$ cat src/rtl/operand_fetch.sv
// Operand fetch stage: register file with writeback bypass feeding a single-entry
// pipeline register of ALU operands, with valid/ready handshakes on both sides.
module operand_fetch #(
  parameter int XLEN = 32,
  parameter int NREG = 32
) (
  input  logic            clk,
  input  logic            rst_n,
  input  logic            in_valid,
  output logic            in_ready,
  input  logic [4:0]      rs1_addr,
  input  logic [4:0]      rs2_addr,
  input  logic [4:0]      rd_addr,
  input  logic [3:0]      alu_op,
  input  logic            use_imm,
  input  logic [XLEN-1:0] imm,
  input  logic            wb_en,
  input  logic [4:0]      wb_addr,
  input  logic [XLEN-1:0] wb_data,
  output logic            out_valid,
  input  logic            out_ready,
  output logic [XLEN-1:0] rs1,
  output logic [XLEN-1:0] rs2,
  output logic [4:0]      rd_addr_q,
  output logic [3:0]      alu_op_q
);

  logic [XLEN-1:0] rf_q [NREG];

  logic            out_valid_q, out_valid_d;
  logic [XLEN-1:0] rs1_q, rs1_d;
  logic [XLEN-1:0] rs2_q, rs2_d;
  logic [4:0]      rd_addr_d;
  logic [3:0]      alu_op_d;
  logic [4:0]      src1_q, src1_d;
  logic [4:0]      src2_q, src2_d;
  logic            use_imm_q, use_imm_d;
  logic            capture;

  // A source matching this cycle's writeback sees the new value, not the stale entry.
  function automatic logic [XLEN-1:0] read_src(input logic [4:0] addr);
    if (addr == '0 || int'(addr) >= NREG) return '0;
    if (wb_en && wb_addr == addr)         return wb_data;
    return rf_q[addr];
  endfunction

  function automatic logic wb_hits(input logic [4:0] addr);
    return wb_en && (addr != '0) && (wb_addr == addr);
  endfunction

  assign in_ready = !out_valid_q || out_ready;
  assign capture  = in_valid && in_ready;

  always_comb begin
    // NOTE: every comb output gets a default first so no path leaves it unassigned (no latch).
    out_valid_d = out_valid_q;
    rs1_d       = rs1_q;
    rs2_d       = rs2_q;
    rd_addr_d   = rd_addr_q;
    alu_op_d    = alu_op_q;
    src1_d      = src1_q;
    src2_d      = src2_q;
    use_imm_d   = use_imm_q;

    if (capture) begin
      out_valid_d = 1'b1;
      rs1_d       = read_src(rs1_addr);
      rs2_d       = use_imm ? imm : read_src(rs2_addr);
      rd_addr_d   = rd_addr;
      alu_op_d    = alu_op;
      src1_d      = rs1_addr;
      src2_d      = rs2_addr;
      use_imm_d   = use_imm;
    end else if (out_valid_q) begin
      if (out_ready) begin
        out_valid_d = 1'b0;
      end else begin
        // A stalled instruction must not leave with an operand overwritten behind it.
        if (wb_hits(src1_q))               rs1_d = wb_data;
        if (!use_imm_q && wb_hits(src2_q)) rs2_d = wb_data;
      end
    end
  end

  always_ff @(posedge clk or negedge rst_n) begin
    if (!rst_n) begin
      // NOTE: the register file is reset explicitly because it must read 0 after reset;
      // plain storage arrays are normally left unreset so they map onto RAM.
      for (int i = 0; i < NREG; i++) rf_q[i] <= '0;
    end else if (wb_en && wb_addr != '0 && int'(wb_addr) < NREG) begin
      rf_q[wb_addr] <= wb_data;
    end
  end

  always_ff @(posedge clk or negedge rst_n) begin
    if (!rst_n) begin
      out_valid_q <= 1'b0;
      rs1_q       <= '0;
      rs2_q       <= '0;
      rd_addr_q   <= '0;
      alu_op_q    <= '0;
      src1_q      <= '0;
      src2_q      <= '0;
      use_imm_q   <= 1'b0;
    end else begin
      // NOTE: sequential state uses <= so every register samples pre-edge values.
      out_valid_q <= out_valid_d;
      rs1_q       <= rs1_d;
      rs2_q       <= rs2_d;
      rd_addr_q   <= rd_addr_d;
      alu_op_q    <= alu_op_d;
      src1_q      <= src1_d;
      src2_q      <= src2_d;
      use_imm_q   <= use_imm_d;
    end
  end

  assign out_valid = out_valid_q;
  assign rs1       = rs1_q;
  assign rs2       = rs2_q;

endmodule

$ cat config.mk
export PLATFORM = sky130hd
export DESIGN_NAME = operand_fetch
export DESIGN_NICKNAME = d
export VERILOG_FILES = /design/src/rtl/operand_fetch.sv
export SDC_FILE = /design/constraint.sdc
export NUM_CORES = 2
export LEC_CHECK = 0
export ABC_AREA = 0
export CAP_MARGIN = 20
export CORE_ASPECT_RATIO = 0.7
export CORE_MARGIN = 5
export CORE_UTILIZATION = 35
export CTS_CLUSTER_DIAMETER = 120
export DETAILED_ROUTE_END_ITERATION = 10
export GPL_ROUTABILITY_DRIVEN = 1
export GPL_TIMING_DRIVEN = 1
export PLACE_DENSITY = 0.59
export SLEW_MARGIN = 20
export SYNTH_ARGS = -nofsm -noshare
export SYNTH_HDL_FRONTEND = slang
export SYNTH_SLANG_ARGS = --single-unit
$ cat constraint.sdc
create_clock -name clk -period 2 [get_ports clk]
set_clock_uncertainty 0.15 [all_clocks]
set_input_delay 0.5 -clock clk [delete_from_list [all_inputs] [get_ports clk]]
set_output_delay 0.5 -clock clk [all_outputs]
set_load 0.05 [all_outputs]
Fig. 1: signal wires by layer
Only two layers are drawn.
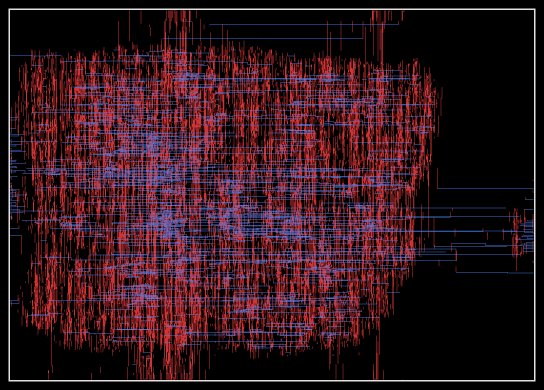
legend:
  met3:
    colour: blue
    wire_length: 28.3 mm
  met2:
    colour: red
    wire_length: 93.4 mm
Total Wirelength: 223000 um
GRT Overall Usage: 0.254
WL/cell: 30.6 um
Vias: 43900

Fig. 2: the clock network
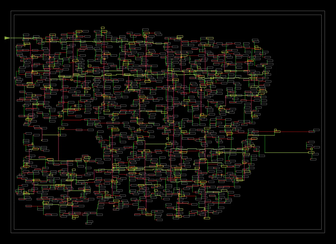
CTS sink count: 1109
P_clk: 0.0219 W
clk latency late pin: 790 ps
TritonCTS Buffers: 109

==> metrics.yaml <==
logic_synthesis:
  mux_share: 0.310
  synth_nets: 4581
  ys_sh_adder: 0
  postSynthSeqShare: 0.483
  synthXorXnorAreaFrac: 0.00274
  synth_area_um2: 57400
  yosysWarnings: 0
floorplanning:
  fp_util: 0.352
final_layout:
  seq_share: 0.377
  area.growth.synth_to_final_pct: 28.5
  lay_top_count: "dfrtp_1"
  fin_nets: 5068
  top_register: "rf_q"
  fin_area_um2: 73800
  flop_area_um2: 27800
  final_util: 0.452
  largest_cell_class: "multi-input combinational cells"
  nClkBuffers: 159
timing:
  timing.final.ws_setup_ps: -365
  fin_setup_tns_ps: -19790
  setup_violations: 134
outcome:
  violations: "negative setup slack"
  status: "finished with violations"
global_route:
  global_route.usage.met2: 0.360
  met1_usage: 0.356
  grt_max_degree: 89
  overflow: 0
power_and_ir_drop:
  p_switching_w: 0.0219
route:
  drt_iter0_drc: 5254
  dr_wl_met3_um: 28300
critical_path:
  cpPeakStageDelay_ps: 360
  cp-startpoint: "out_valid"
  crit_buf_inv: 3
  critPathRequiredTime_ps: 1350
  critPathSlowestCell: "dfrtp_2"
run:
  drv_cap: 0
  tool_warnings: 30
Fig. 3: signal metal coverage by tile
The die is cut into 25 by 17 equal tiles; dark purple is low, yellow is high, scaled to the fullest tile. Values are wire area over tile area, all layers added.
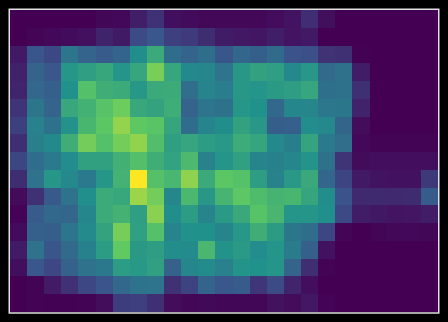
fullest tile: 0.72
densest ninth of the die: centre
emptiest ninth of the die: lower right
tiles over half the peak: 29%
nearly empty tiles: 21%
mean over tiles: 0.22

Fig. 4: where the registers sit
Bar = 100 um. Other sequential cells in the stronger grey, the rest of the logic in the fainter grey.
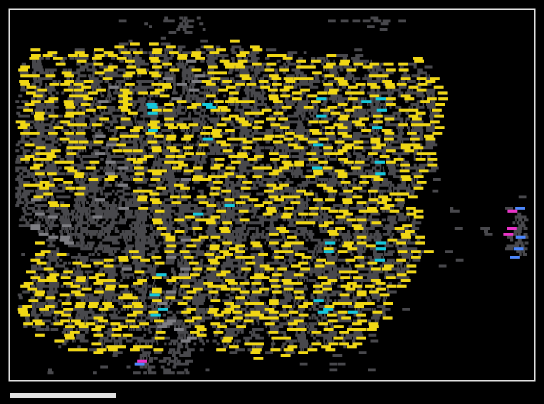
legend:
  rd_addr_q:
    colour: blue
    placed_flops: 5
  rf_q:
    colour: yellow
    placed_flops: 1024
    where: widely spread
  alu_op_q:
    colour: magenta
    placed_flops: 4
  rs1:
    colour: cyan
    placed_flops: 32
not coloured: 44

Power figures rest on the tool's default switching activity, not on a simulated workload.
